File: src/rtl/serial_frame_rx_pkg.sv
// Shared serial-link definitions: FSM state encodings and a constant clog2.
// Reused by the serializer controller so both ends agree on encodings.
package serial_frame_rx_pkg;

    // 2'd3 is never entered; decoders treat it as IDLE.
    typedef enum logic [1:0] {
        IDLE = 2'd0,
        DATA = 2'd1,
        STOP = 2'd2
    } state_t;

    function automatic int clog2(input int n);
        int r;
        r = 0;
        for (int v = n - 1; v > 0; v = v >> 1) begin
            r++;
        end
        return (r < 1) ? 1 : r;
    endfunction

endpackage

File: src/rtl/rx_bit_counter.sv
// Data-bit counter for one frame: synchronous clear, increment, and a
// terminal-count flag when the WIDTH-th bit is being sampled.
module rx_bit_counter
    import serial_frame_rx_pkg::*;
#(
    parameter int WIDTH = 8
) (
    input  logic clk,
    input  logic rst,
    input  logic clear,
    input  logic inc,
    output logic tc
);

    localparam int CW = clog2(WIDTH);

    logic [CW-1:0] cnt;

    always_ff @(posedge clk or posedge rst) begin
        if (rst) begin
            cnt <= '0;
        end else if (clear) begin
            cnt <= '0;
        end else if (inc) begin
            cnt <= cnt + 1'b1;
        end
    end

    assign tc = (cnt == CW'(WIDTH - 1));

endmodule

File: src/rtl/serial_frame_rx.sv
// Receives start/WIDTH data/stop frames from an idle-high serial line, sampled on en.
// Good frames update PDATA with a one-cycle VALID; a low stop bit gives a one-cycle FERR.
module serial_frame_rx
    import serial_frame_rx_pkg::*;
#(
    parameter int WIDTH     = 8,
    parameter bit MSB_FIRST = 1'b1
) (
    input  logic             clk,
    input  logic             rst,
    input  logic             en,
    input  logic             SI,
    output logic [WIDTH-1:0] PDATA,
    output logic             VALID,
    output logic             FERR,
    output logic             BUSY
);

    state_t           state;
    state_t           state_nxt;
    logic [WIDTH-1:0] shreg;
    logic [WIDTH-1:0] shifted;
    logic             shift_en;
    logic             cnt_clr;
    logic             cnt_inc;
    logic             cnt_tc;
    logic             valid_nxt;
    logic             ferr_nxt;

    rx_bit_counter #(
        .WIDTH(WIDTH)
    ) u_cnt (
        .clk  (clk),
        .rst  (rst),
        .clear(cnt_clr),
        .inc  (cnt_inc),
        .tc   (cnt_tc)
    );

    always_ff @(posedge clk or posedge rst) begin
        if (rst) begin
            state <= IDLE;
        end else begin
            state <= state_nxt;
        end
    end

    always_comb begin
        state_nxt = state;
        case (state)
            IDLE:    if (en && !SI) state_nxt = DATA;
            DATA:    if (en && cnt_tc) state_nxt = STOP;
            STOP:    if (en) state_nxt = IDLE;
            default: state_nxt = IDLE;
        endcase
    end

    // Counter is cleared (not incremented) on the last data bit so it never wraps.
    always_comb begin
        cnt_clr   = 1'b0;
        cnt_inc   = 1'b0;
        shift_en  = 1'b0;
        valid_nxt = 1'b0;
        ferr_nxt  = 1'b0;
        case (state)
            IDLE: begin
                cnt_clr = en;
            end
            DATA: begin
                shift_en = en;
                cnt_inc  = en && !cnt_tc;
                cnt_clr  = en && cnt_tc;
            end
            STOP: begin
                valid_nxt = en && SI;
                ferr_nxt  = en && !SI;
            end
            default: begin
                cnt_clr = en;
            end
        endcase
    end

    generate
        if (MSB_FIRST) begin : g_msb
            assign shifted = {shreg[WIDTH-2:0], SI};
        end else begin : g_lsb
            assign shifted = {SI, shreg[WIDTH-1:1]};
        end
    endgenerate

    always_ff @(posedge clk or posedge rst) begin
        if (rst) begin
            shreg <= '0;
        end else if (shift_en) begin
            shreg <= shifted;
        end
    end

    always_ff @(posedge clk or posedge rst) begin
        if (rst) begin
            PDATA <= '0;
            VALID <= 1'b0;
            FERR  <= 1'b0;
            BUSY  <= 1'b0;
        end else begin
            VALID <= valid_nxt;
            FERR  <= ferr_nxt;
            BUSY  <= (state_nxt != IDLE);
            if (valid_nxt) begin
                PDATA <= shreg;
            end
        end
    end

endmodule

File: config.mk
export PLATFORM = sky130hd
export DESIGN_NAME = serial_frame_rx
export DESIGN_NICKNAME = d
export VERILOG_FILES = /design/src/rtl/serial_frame_rx_pkg.sv /design/src/rtl/rx_bit_counter.sv /design/src/rtl/serial_frame_rx.sv
export SDC_FILE = /design/constraint.sdc
export NUM_CORES = 1
export LEC_CHECK = 0
export ABC_CLOCK_PERIOD_IN_PS = 3330
export CAP_MARGIN = 0
export CORE_AREA = 2 2 47 44
export DETAILED_ROUTE_END_ITERATION = 10
export DIE_AREA = 0 0 49 46
export DONT_BUFFER_PORTS = 1
export PLACE_DENSITY = 0.84
export SYNTH_ARGS = -nofsm -noshare
export SYNTH_HDL_FRONTEND = slang
export SYNTH_HIERARCHICAL = 1
export SYNTH_SLANG_ARGS = --single-unit
File: constraint.sdc
create_clock -name clk -period 3.33 [get_ports clk]
set_input_delay 0.666 -clock clk [delete_from_list [all_inputs] [get_ports clk]]
set_output_delay 0.666 -clock clk [all_outputs]
set_load 0.01 [all_outputs]
Figure 1. Logic cells by family (run 1).
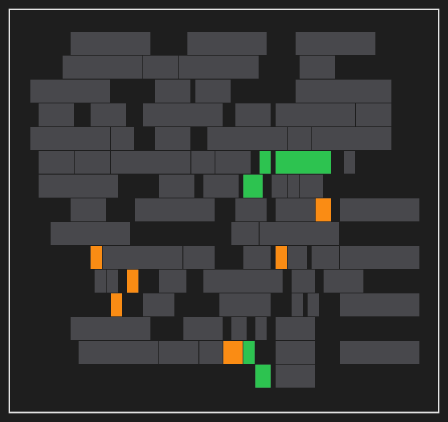
Key: NAND gates = green [cells 5, most used nand2_1]; NOR gates = orange [cells 6, most used nor2_1]

Figure 2. Track usage over the die (run 1).
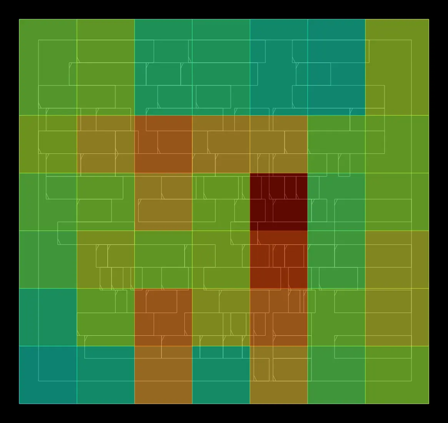
global-route track usage on met1: 0.2128
met3 Resource Use GR: 0.06579
busiest grt layer: met2

==> flow_summary.yaml, run 1 <==
# generated from flow reports
sta:
  rsz0062_at_grt: "no"
  max_slew_margin: 0.4702
  finalHoldViolations: 0
  finalClockSkew_ns: 0.001273
  drv_slew: 0
  finalClockPeriodUsage: 0.4785
  worst_pin_slew_ns: 0.7939
global_routing:
  gr-usage-all-layers: 0.1748
  grt_pass1_vias: 649
placed_design:
  post-dp-hpwl_um: 1199
final_layout:
  final_nets: 94
  sh_seq_area: 0.5223
detailed_routing:
  drtPass1Iterations: 3
  wl_per_cell_um: 14.87
  vias_per_cell: 5.692
setup_path:
  critPathArrivalTime_ns: 1.80
  r2r-start: "u_cnt/cnt[0]"
  cp_max_fo: 3
  cpMaxStageDelayCell: "dfrtp_1"
outcome:
  outcome: "completed"
yosys:
  synth_area_per_cell_um2: 13.64
  aoi_share: 0.06272
cts:
  h-tree-depth: 1
  cts_root_buffer: "clkbuf_4"
power_and_ir_drop:
  ir_worst_vdd_v: 0.0004435
Figure 3. Signal wires by layer (run 1).
The bar under the picture is 10 µm long. Two of the layers only.
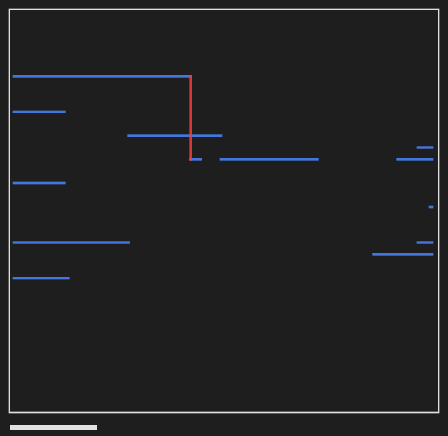
Key: met4 = red [wire length 9.50 µm]; met3 = blue [wire length 87.9 µm]

Figure 4. Sequential cells colored by netlist name (run 1).
The bar under the picture is 10 µm long. Other sequential cells in the stronger gray, the rest of the logic in the fainter gray.
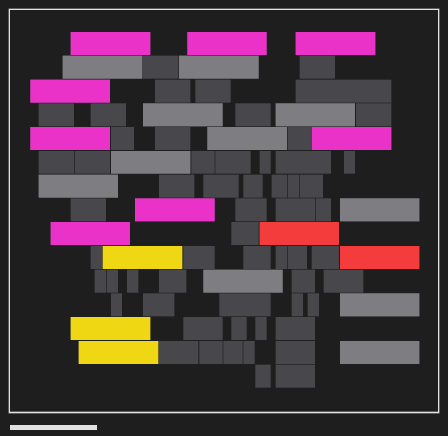
Key: `state` = red [flops 2]; `u_cnt/cnt` = yellow [flops 3]; `PDATA` = magenta [flops 8]

[run 1: power by group]
group	internal, µW	switching [µW]	leakage (µW)
logic	96.8	86.5	0.000234
clock network	122	82.1	0.0000279
registers	353	46.8	0.000323
[run 1: cell usage after synthesis]
master and number:
or2_4 1, nor3_1 1, a21o_1 1, inv_1 7, nand3_4 1, a21bo_2 1, nor2b_1 1, nor2_1 4
ha_1 7, o32ai_2 1, nand2_2 1, nand2_1 2, o32ai_1 1, a21oi_1 1, xnor2_1 1, buf_6 1
o21ai_0 1, mux2i_1 2, mux2_2 15, nand3_1 1, a21oi_2 1, and2_2 1, and3_2 1, a31oi_1 1
dfrtp_1 24
[run 1: state kept, by name, summed over array words and instances (netlist names)]
signal,flops
shreg,8
VALID,1
BUSY,1
u_cnt/cnt,3
PDATA,8
FERR,1
state,2
==> run 2, diff against run 1 <==
--- a/config.mk
+++ b/config.mk
@@ -5,13 +5,13 @@
 export SDC_FILE = /design/constraint.sdc
 export NUM_CORES = 1
 export LEC_CHECK = 0
-export ABC_CLOCK_PERIOD_IN_PS = 3330
+export ABC_CLOCK_PERIOD_IN_PS = 1400
 export CAP_MARGIN = 0
-export CORE_AREA = 2 2 47 44
+export CORE_AREA = 2 2 51 48
 export DETAILED_ROUTE_END_ITERATION = 10
-export DIE_AREA = 0 0 49 46
+export DIE_AREA = 0 0 53 50
 export DONT_BUFFER_PORTS = 1
-export PLACE_DENSITY = 0.84
+export PLACE_DENSITY = 0.76
 export SYNTH_ARGS = -nofsm -noshare
 export SYNTH_HDL_FRONTEND = slang
 export SYNTH_HIERARCHICAL = 1
==> constraint.sdc (replaced) <==
create_clock -name clk -period 1.4 [get_ports clk]
set_input_delay 0.28 -clock clk [delete_from_list [all_inputs] [get_ports clk]]
set_output_delay 0.28 -clock clk [all_outputs]
set_load 0.01 [all_outputs]
==> run 2 against run 1 <==
  * The flow now finishes with violations (negative setup slack)
  * Core utilization fell by 0.66 points
  * Largest power group unchanged
  * Sequential cell count is the same
  * Clock power increased by 140%
  * Global-route usage down 1.4 points
  * Critical path type unchanged
==> flow_summary.yaml, run 2 <==
# generated from flow reports
outcome:
  outcome: "complete, but fails checks"
  violations: "negative setup slack"
power_and_ir_drop:
  pg_clk_uw: 499
  p_switching_uw: 622.2
  p_seq_frac: 0.445
  power_leader: "sequential cells"
  p_clk_frac: 0.233
  powerSeq_uw: 952
  power_frac_comb: 0.322
  ir_worst_vdd_v: 0.001125
  switching_share: 0.2905
  powerComb_uw: 691
setup_path:
  ff2ff_setup_slack_ns: -0.05
  crit_chain: "ha_2, ha_4, nor2b_4, and2_4, mux2i_2, nor2_1"
  cpMaxStageDelayCell: "dfrtp_1"
  cp_max_fo: 3
  crit_type: "flip-flop to flip-flop"
yosys:
  synth_area_per_cell_um2: 13.64
  flop_cell: "dfrtp_1"
  common_cells: "dfrtp_1 (24), mux2_2 (15), ha_1 (7), inv_1 (7), nor2_1 (4)"
  synth-edff-count: 0
  aoi_share: 0.06272
  synth.most_common_cell: "dfrtp_1"
  syn_inst: 79
hold_path:
  worstHoldEndpoint: "FERR"
detailed_routing:
  wl_per_cell_um: 15.22
  vias_per_cell: 5.218
  drtPass1Iterations: 4
final_layout:
  sh_seq_area: 0.4581
  reg_top3: "PDATA (8), shreg (8), u_cnt/cnt (3)"
  clock_cell_area_share: 0.04000
sta:
  rsz0062_at_grt: "yes"
  finalClockPeriodUsage: 1.034
  finalSetupViolations: 1
  max_slew_margin: 0.8047
  finalHoldViolations: 0
  worst_pin_slew_ns: 0.2916
  period_needed_ns: 1.448
  drv_slew: 0
  finalClockSkew_ns: 0.007408
  worst_slack_ns: -0.04810
cts:
  tritoncts: "done"
  h-tree-depth: 1
  cts_root_buffer: "clkbuf_4"
placed_design:
  post-dp-hpwl_um: 1218
run 2: netlist changes by cell type in the layout (fill, tap and decap cells not counted), moves of 2 or more:
cell,delta
ha_4,+2
buf_4,+9
ha_1,-6
inv_1,-2
inv_2,+2
ha_2,+4
run 2: what timing repair did:
| action | CTS | global route |
|---|---|---|
| hold buffers | 1 | 0 |
| buffers inserted | 1 | 3 |
| endpoints found under the hold margin | 24 | 0 |
| pin swaps | 1 | 3 |
| gates resized | 5 | 12 |
| cloned | 0 | 0 |
| setup endpoints to repair | 11 | 20 |
run 2: metal layers:
metal	part of all wire	wire, µm	vias to the layer above	GRT usage
li1	-	-	298	-
met1	0.41	735	307	0.1906
met2	0.52	949	12	0.2583
met3	0.056	102	4	0.06970
met4	0.013	23	0	0.05128
met5	0	0	-	0
Figure 5. Logic cells by family (run 2).
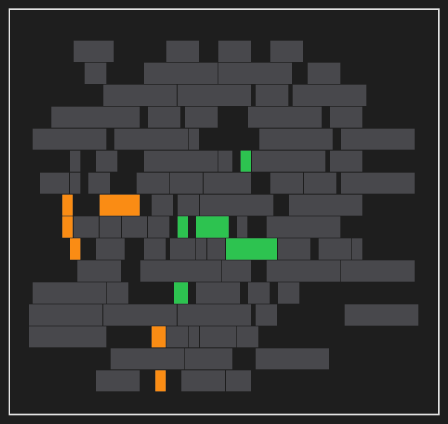
Key: NAND gates = green [cells 5, most used nand2_1, where middle]; NOR gates = orange [cells 6, most used nor2_1]

Figure 6. Track usage over the die (run 2).
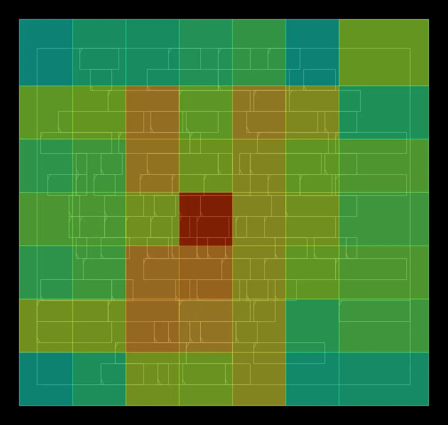
final core occ: 0.6250
global-route track usage on met1: 0.1906

Figure 7. Signal wires by layer (run 2).
The bar under the picture is 20 µm long. Two of the layers only.
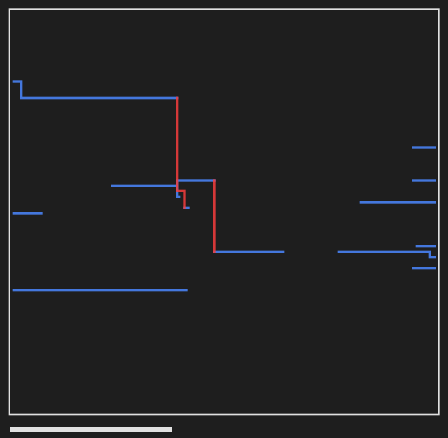
Key: met4 = red [wire length 23.4 µm]; met3 = blue [wire length 103 µm]
GRT Overall Usage: 0.1605
via count: 621

==> run 3, diff against run 2 <==
--- a/config.mk
+++ b/config.mk
@@ -12,6 +12,7 @@
 export DIE_AREA = 0 0 53 50
 export DONT_BUFFER_PORTS = 1
 export PLACE_DENSITY = 0.76
+export SLEW_MARGIN = 10
 export SYNTH_ARGS = -nofsm -noshare
 export SYNTH_HDL_FRONTEND = slang
 export SYNTH_HIERARCHICAL = 1
==> run 3 against run 2 <==
  * The run still ends with negative setup slack left
  * Total power unchanged
  * Die area unchanged
  * Global-route usage unchanged
  * Critical endpoint unchanged
==> flow_summary.yaml, run 3 <==
# generated from flow reports
outcome:
  outcome: "complete, but fails checks"
  violations: "negative setup slack"
yosys:
  synth_area_per_cell_um2: 13.64
  logic_family: "multiplexers"
  aoi_share: 0.06272
  flop_cell: "dfrtp_1"
  ys_cells: 79
  ys_sh_adder: 0.08130
  synth-edff-count: 0
  syn_inst: 79
  common_cells: "dfrtp_1 (24), mux2_2 (15), ha_1 (7), inv_1 (7), nor2_1 (4)"
  synth.most_common_cell: "dfrtp_1"
detailed_routing:
  vias_per_cell: 5.218
  vias: 621
  drtPass1Iterations: 4
  route.detailed.drc: 0
setup_path:
  crit_type: "flip-flop to flip-flop"
  worstSetupStartpoint: "u_cnt/cnt[1]"
  cpPeakStageDelay_ns: 0.41
  crit_chain: "ha_2, ha_4, nor2b_4, and2_4, mux2i_2, nor2_1"
  ff2ff_setup_slack_ns: -0.05
  cp_max_fo: 3
  cpMaxStageDelayCell: "dfrtp_1"
cts:
  cts_root_buffer: "clkbuf_4"
  tritoncts: "done"
  cts_resized: 5
  cts_hold_buf: 1
  postCtsSetupBuffers: 1
  h-tree-depth: 1
global_routing:
  gr-usage-all-layers: 0.1605
placed_design:
  dpl_cell_area_um2: 1144
  post-dp-hpwl_um: 1218
sta:
  finalSetupViolations: 1
  finalClockSkew_ns: 0.007408
  worst_slack_ns: -0.04810
  drv_slew: 0
  setup_tns_ns: -0.04810
  worst_pin_slew_ns: 0.2916
  max_slew_margin: 0.8047
  finalClockPeriodUsage: 1.034
  finalHoldViolations: 0
final_layout:
  reg_top3: "PDATA (8), shreg (8), u_cnt/cnt (3)"
  antennaDiodeCount: 0
  drive_above_1_share: 0.5326
  finalCoreUtilization: 0.6250
floorplan:
  die_w_um: 53
power_and_ir_drop:
  ir_worst_vdd_v: 0.001125
hold_path:
  worstHoldEndpoint: "FERR"
run 3: cell type report:
| cell class | instances | area share |
|---|---|---|
| clock inverters | 1 | 0.02286 |
| flip-flops and latches | 24 | 0.4581 |
| multi-input cells | 47 | 0.3971 |
| clock buffers | 3 | 0.01714 |
| inverters | 7 | 0.02000 |
| repair buffers | 10 | 0.05905 |
| well taps | 27 | 0.02571 |
run 3: power by group:
| group | internal [µW] | switching (µW) |
|---|---|---|
| clock | 290 | 209 |
| sequential | 842 | 110 |
| combinational | 388 | 303 |
| total | 1520 | 622 |
run 3: routing by layer:
layer | vias up | GRT usage | part of all wire
li1 | 298 | - | -
met1 | 307 | 0.1906 | 0.41
met2 | 12 | 0.2583 | 0.52
met3 | 4 | 0.06970 | 0.056
met4 | 0 | 0.05128 | 0.013
met5 | - | 0 | 0
Figure 8. Track usage over the die (run 3).
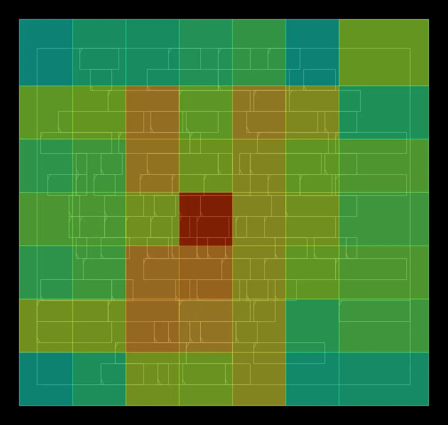
routed wire length per instance: 15.22 µm
met2 usage: 0.2583
met3 Resource Use GR: 0.06970

Figure 9. Sequential cells colored by netlist name (run 3).
The bar under the picture is 20 µm long. Other sequential cells in the stronger gray, the rest of the logic in the fainter gray.
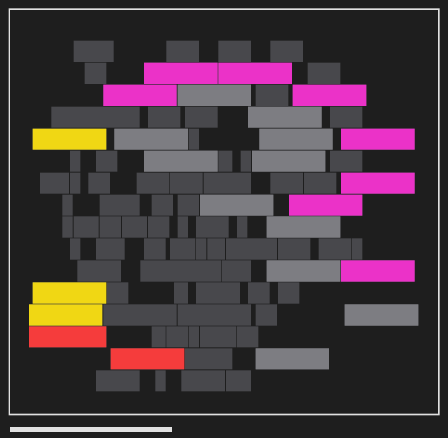
Key: `u_cnt/cnt` = yellow [flops 3]; `state` = red [flops 2]; `PDATA` = magenta [flops 8]
Reg area: 601.8 µm²
Seq area share: 0.4581
total sequential power: 952 µW

Figure 10. Logic cells by family (run 3).
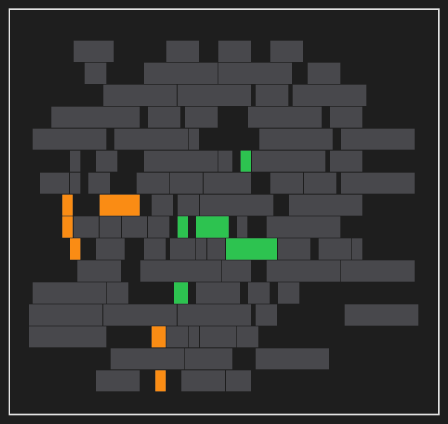
Key: NAND gates = green [cells 5, most used nand2_1, where middle]; NOR gates = orange [cells 6, most used nor2_1]


==> gallery <==
Placement by cell class.
shot_01.png
The bar under the picture is 20 µm long.
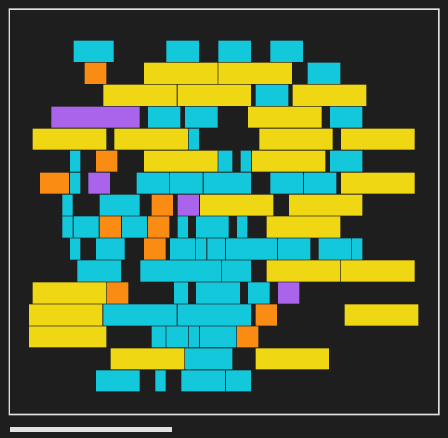
shot_02.png
The bar under the picture is 10 µm long.
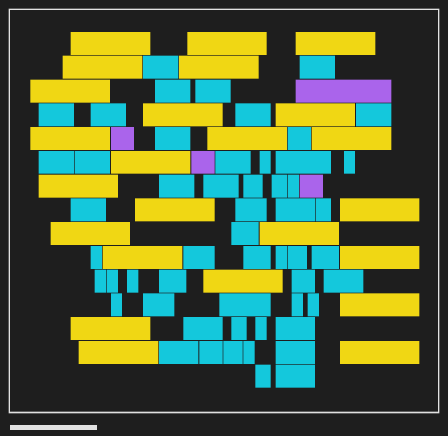
shot_02.png is run 1.
shot_01.png is run 3.

Key to shot_02.png:
Key: clock drivers and dummy loads = purple [cells 4, share of their area 4.7%]; all other logic = cyan [cells 54, share of their area 42%]; flip-flops = yellow [cells 24, share of their area 54%]

No activity file was given, so power comes from the tool's default toggle rates.
